Figure 1. Metal 1.
Bar = 100 um. Supply wires on this layer in gray. Cells faint in the background.
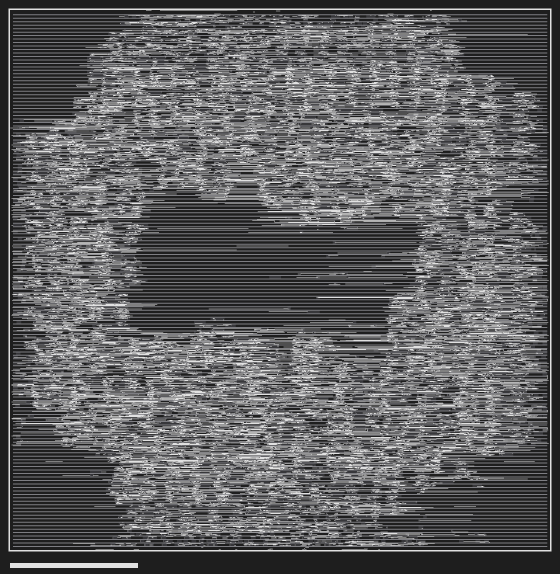
Figure 2. Routing congestion map.
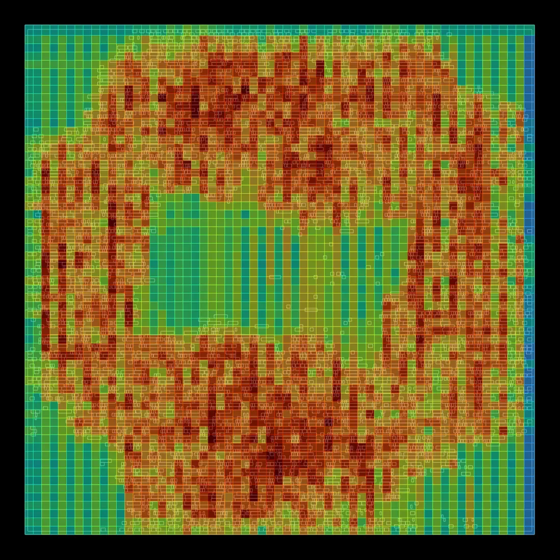
Figure 3. Layout detail.
Bar = 10 um. Window x 191 to 231, y 107 to 147 um. Cells in gray, sequential cells in the stronger gray; small squares are vias.
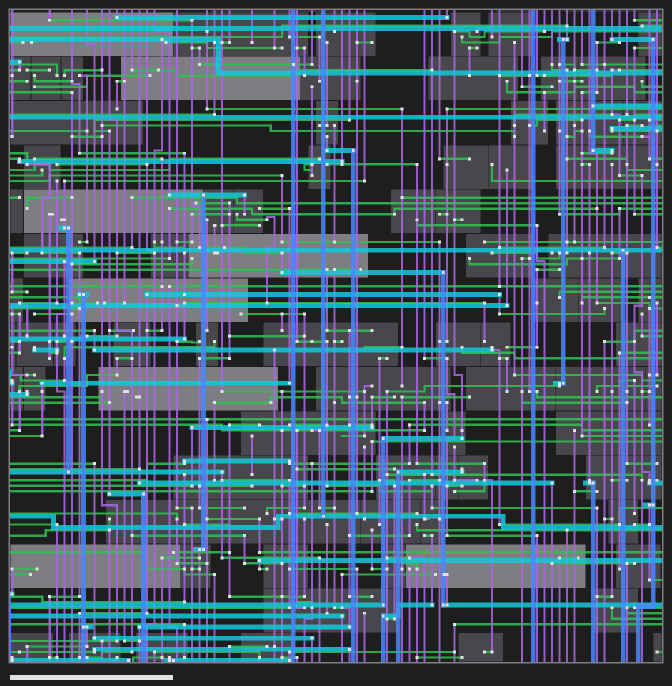
Figure 4. The metal 2 layer.
Bar = 100 um. Cells faint in the background.
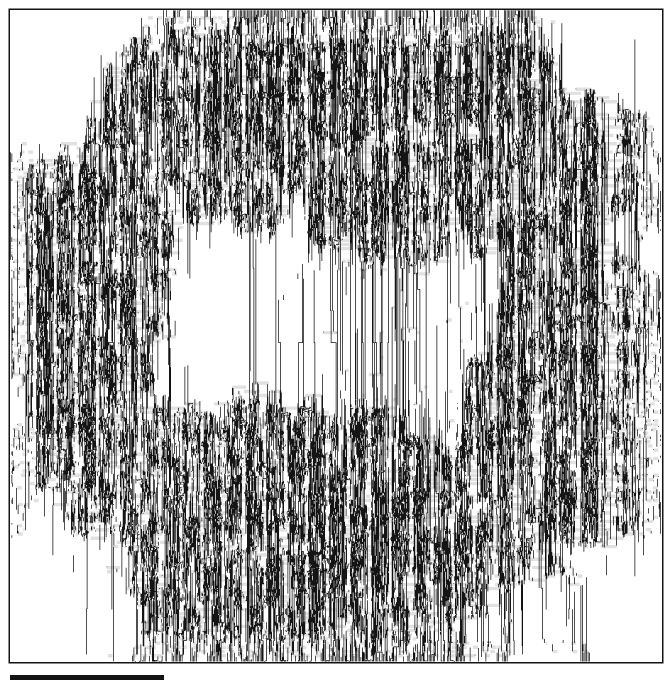
<file path="src/rtl/inst_fetch_buffer.sv">
// inst_fetch_buffer: 3-wide circular instruction queue between fetch and decode.
module inst_fetch_buffer #(
  parameter int size  = 32,
  parameter int DEPTH = 8
) (
  input  logic                       clk,
  input  logic                       reset,
  input  logic                       flush,
  input  logic [2:0]                 fetch_valid_i,
  output logic                       fetch_ready_o,
  input  logic [size-1:0]            instruction_i_0,
  input  logic [size-1:0]            instruction_i_1,
  input  logic [size-1:0]            instruction_i_2,
  input  logic [size-1:0]            pc_i_0,
  input  logic [size-1:0]            pc_i_1,
  input  logic [size-1:0]            pc_i_2,
  input  logic [size-1:0]            imm_i_0,
  input  logic [size-1:0]            imm_i_1,
  input  logic [size-1:0]            imm_i_2,
  input  logic                       branch_prediction_i_0,
  input  logic                       branch_prediction_i_1,
  input  logic                       branch_prediction_i_2,
  output logic [2:0]                 decode_valid_o,
  input  logic                       decode_ready_i,
  output logic [size-1:0]            instruction_o_0,
  output logic [size-1:0]            instruction_o_1,
  output logic [size-1:0]            instruction_o_2,
  output logic [size-1:0]            pc_o_0,
  output logic [size-1:0]            pc_o_1,
  output logic [size-1:0]            pc_o_2,
  output logic [size-1:0]            imm_o_0,
  output logic [size-1:0]            imm_o_1,
  output logic [size-1:0]            imm_o_2,
  output logic                       branch_prediction_o_0,
  output logic                       branch_prediction_o_1,
  output logic                       branch_prediction_o_2,
  output logic [$clog2(DEPTH):0]     count_o,
  output logic                       empty_o,
  output logic                       full_o
);
  localparam int AW = $clog2(DEPTH);
  localparam int CW = AW + 1;
  typedef struct packed {
    logic [size-1:0] ins;
    logic [size-1:0] pc;
    logic [size-1:0] imm;
    logic            bp;
  } entry_t;
  entry_t         mem [DEPTH];
  entry_t         in_e [3];
  entry_t         out_e [3];
  logic [AW-1:0]  wa [3];
  logic [AW-1:0]  head, tail;
  logic [CW-1:0]  count;
  logic           push, pop;
  logic [1:0]     n, m;
  assign fetch_ready_o  = count <= CW'(DEPTH - 3);
  assign decode_valid_o = {count > CW'(2), count > CW'(1), count > CW'(0)};
  assign count_o        = count;
  assign empty_o        = count == '0;
  assign full_o         = count == CW'(DEPTH);
  always_comb begin
    in_e[0] = '{instruction_i_0, pc_i_0, imm_i_0, branch_prediction_i_0};
    in_e[1] = '{instruction_i_1, pc_i_1, imm_i_1, branch_prediction_i_1};
    in_e[2] = '{instruction_i_2, pc_i_2, imm_i_2, branch_prediction_i_2};
    push = fetch_ready_o && !flush;
    pop  = decode_ready_i && !flush;
    n = push ? 2'(fetch_valid_i[0]) + 2'(fetch_valid_i[1]) + 2'(fetch_valid_i[2]) : 2'd0;
    m = pop ? (count > CW'(3) ? 2'd3 : count[1:0]) : 2'd0;
    // valid lanes pack densely from tail regardless of mask shape
    wa[0] = tail;
    wa[1] = tail + AW'(fetch_valid_i[0]);
    wa[2] = tail + AW'(fetch_valid_i[0]) + AW'(fetch_valid_i[1]);
    for (int k = 0; k < 3; k++)
      out_e[k] = decode_valid_o[k] ? mem[head + AW'(k)] : '0;
  end
  always_ff @(posedge clk)
    for (int k = 0; k < 3; k++)
      if (push && fetch_valid_i[k]) mem[wa[k]] <= in_e[k];
  always_ff @(posedge clk or negedge reset)
    if (!reset) begin
      head  <= '0;
      tail  <= '0;
      count <= '0;
    end else if (flush) begin
      head  <= '0;
      tail  <= '0;
      count <= '0;
    end else begin
      head  <= head + AW'(m);
      tail  <= tail + AW'(n);
      count <= count + CW'(n) - CW'(m);
    end
  assign instruction_o_0       = out_e[0].ins;
  assign instruction_o_1       = out_e[1].ins;
  assign instruction_o_2       = out_e[2].ins;
  assign pc_o_0                = out_e[0].pc;
  assign pc_o_1                = out_e[1].pc;
  assign pc_o_2                = out_e[2].pc;
  assign imm_o_0               = out_e[0].imm;
  assign imm_o_1               = out_e[1].imm;
  assign imm_o_2               = out_e[2].imm;
  assign branch_prediction_o_0 = out_e[0].bp;
  assign branch_prediction_o_1 = out_e[1].bp;
  assign branch_prediction_o_2 = out_e[2].bp;
endmodule

</file>
<file path="config.mk">
export PLATFORM = sky130hd
export DESIGN_NAME = inst_fetch_buffer
export DESIGN_NICKNAME = d
export VERILOG_FILES = /design/src/rtl/inst_fetch_buffer.sv
export SDC_FILE = /design/constraint.sdc
export NUM_CORES = 2
export LEC_CHECK = 0
export CAP_MARGIN = 20
export CORE_MARGIN = 2
export CORE_UTILIZATION = 35
export CTS_CLUSTER_DIAMETER = 150
export DETAILED_ROUTE_END_ITERATION = 8
export PLACE_DENSITY = 0.56
export SETUP_SLACK_MARGIN = 0.2
export SYNTH_ARGS = -nofsm -noshare
export SYNTH_HDL_FRONTEND = slang
export SYNTH_SLANG_ARGS = --single-unit
</file>
<file path="constraint.sdc">
create_clock -name clk -period 12.87 [get_ports clk]
set_input_delay 3.2175 -clock clk [delete_from_list [all_inputs] [get_ports clk]]
set_output_delay 3.2175 -clock clk [all_outputs]
set_load 0.05 [all_outputs]
</file>
==> impl_metrics.ini <==
; flow metrics
[outcome]
outcome = finished clean

[logic_synthesis]
yosysTopAreaCell = edfxtp_1
synth.cell_area_um2 = 61300
synth_chip_area_um2 = 61300
top_cell_area_share = 0.380
postSynthCellCount = 6209
syn_avg_cell_area_um2 = 9.88
synth_async_sr_flop_share = 0.0127
ff_type = edfxtp_1
yosys_warnings = 0
synth_seq_share = 0.384
edf_count = 776
ys_types = 46
topCellsByArea = edfxtp_1, mux4_2, a21oi_1, nor2_1, o21ai_0
ys_cells = 6209
synthTopCellsByCount = nor2_1, edfxtp_1, a21oi_1
top_cell = nor2_1
fp_nets = 6527
ys.flops = 786

[finish]
nFillCells = 16500
areaGrowthSynthToFinish_pct = 16.0
fin_nets = 6512
fin_area_um2 = 71100
layout-drive-gt1-share = 0.132
finalNonFillerCells = 8628
layout_top_cells = nor2_1, edfxtp_1, a21oi_1, o21ai_0, clkdlybuf4s50_1
layout_top_cell = nor2_1

[global_route]
grt_max_degree = 201
overflow = 0
antenna_found_initial = 51
grt_pass1_vias = 56600
grt_pass1_wl_mm = 408

[sta]
finalSetupTns_ns = 0
setup_ws_ns = 4.20
period_used_share = 0.673
worst_pin_slew_ns = 1.40
rsz0062_at_grt = no
fin_crit_ns = 8.67
fmax_mhz = 115
finalHoldViolCount = 0
whs_ns = 0.845
drv_slew = 0
max-slew-margin-rel = 0.0678
finClkSkew_ns = 0.0331
setup_viol = 0

[die]
boundaryPins = 599
core.rowCount = 153
dieHeight_um = 423
chip_area_um2 = 179000
die_w_um = 423
fp_util = 0.352
fp.coreArea_um2 = 174000

[clocking]
clock-root-buffer = clkbuf_16
clkTransAtPathRegs_ns = 0.06
clk_latency_ns = 0.75
cts_buffers = 97
cts_tree = done
cts-root-to-sink-buffers = 3
cts_resized = 0
clock_sinks = 786
cts_hold_buf = 0
ctsHtreeMaxLevel = 3
post_cts_buffers = 0

[drt]
firstDrtPassIters = 9
drtAntennaViolNets = 0
wl_met3_mm = 33.1
drtIter0Drc = 8322
route.met2.wl_mm = 134
maxUsedRoutingLayer = met5
wl_met1_mm = 101
via_per_inst = 6.85
drcViolationCount = 0

[flow_run]
cap_violations = 0
tool_warnings = 47

[worst_hold_path]
min_from = tail[0]$_DFF_PN0_
hp-class = reg2reg
min_to = tail[0]$_DFF_PN0_
worstHoldPathCells = 2

[placed_design]
post_dp_cell_area_um2 = 68000
place_ws_ns = 4.23
place.gp.congestion = 0.854
portBuffers = 598
detailed_place_hpwl_mm = 164
placed_cells = 8415

[power]
power.group.top = combinational cells
p_comb_frac = 0.583
netSwitchingFraction = 0.497
p_int_mw = 7.47
leakage_nw = 21.7
p_per_area_nw_per_um2 = 209
p_clk_mw = 2.70
ir_drop_v = 0.000175
p_sw_mw = 7.37
power.share.clock = 0.182
p_comb_mw = 8.65
power_frac_seq = 0.235
powerSeq_mw = 3.49
finalPower_mw = 14.8

[critical_path]
r2r-start = tail[0]$_DFF_PN0_
start_kind = flip-flop
cp_max_fo = 62
end_kind = output pin
crit_required_ns = 9.65
critPathArrivalTime_ns = 5.45
timing.rr.end = mem[0][93]$_DFFE_PP_
r2r_cells = 9
rrSetupSlack_ns = 7.62
crit_type = reg2out
Back to the opening pictures, Figure 1:
The layer carries 101 mm of wire. The wires run mostly horizontal. 5991 nets have wire on it.
Routed WL: 288 mm
Via Count: 59100
GRT met1 Usage: 0.383

Back to the opening pictures, Figure 2:
total track usage: 0.309
wire length per cell: 33.3 um
gr busiest metal: met2
M3 GR Usage: 0.0652
Layout Utilization: 0.409

Back to the opening pictures, Figure 3:
Key: purple = metal 2; green = metal 1; blue = metal 4; cyan = metal 3
Sequential cells in the window: 8. Netlist names of flops here include `mem` (8). 78 logic cells have their middle in the window. Most frequent: buf_4 (11), nor2_1 (9), edfxtp_1 (8).

Back to the opening pictures, Figure 4:
The longest straight run is 133 um. The layer holds 47% of the routed length.
met2 usage: 0.491

==> layout make-up <==
| class | count | area [um2] | share of cell area |
|---|---|---|---|
| inverter | 14 | 55.1 | 0.000774 |
| timing repair buffer | 727 | 7150 | 0.101 |
| tap | 2325 | 2910 | 0.0409 |
| multi-input combinational | 4568 | 34400 | 0.484 |
| sequential | 786 | 23600 | 0.331 |
| clock buffer | 122 | 2540 | 0.0357 |
| clock inverter | 47 | 397 | 0.00558 |
| antenna | 39 | 97.6 | 0.00137 |
==> critical path, stage by stage, from the launching register on <==
cell and delay, ns:
dfrtp_4 1.04, ha_4 0.71, buf_4 0.88, mux4_2 0.39
nand2_1 0.06, a21oi_1 0.47, clkdlybuf4s50_1 0.92
==> worst max-delay path by stage <==
stage / start / end / slack [ns] / depth (start not counted)
after floorplan: fetch_valid_i[0] / mem[1][0]$_DFFE_PP_ / 0.89 / 7
final: head[1]$_DFF_PN0_ / pc_o_1[23] / 4.20 / 6
after global routing: head[1]$_DFF_PN0_ / pc_o_1[19] / 4.18 / 6
after detailed placement: fetch_valid_i[0] / mem[0][61]$_DFFE_PP_ / 4.23 / 10
after CTS: head[0]$_DFF_PN0_ / pc_o_1[12] / 4.01 / 6
after global placement: fetch_valid_i[0] / mem[0][86]$_DFFE_PP_ / 4.28 / 10
==> logic make-up after synthesis <==
kind of cell,count (synthesis),synth area share
AOI/OAI and AO/OA,2227,0.217
xor gates and xnor gates,10,0.00202
adders and majority gates,20,0.00469
buffers and inverters,855,0.0584
DFF,786,0.384
muxes,728,0.228
and+or+nand+nor,1583,0.106
==> sequential cells by signal, summed over array words and instances, names as in the netlist <==
| name | cells |
|---|---|
| mem | 776 |
| count_o | 4 |
| head | 3 |
| tail | 3 |
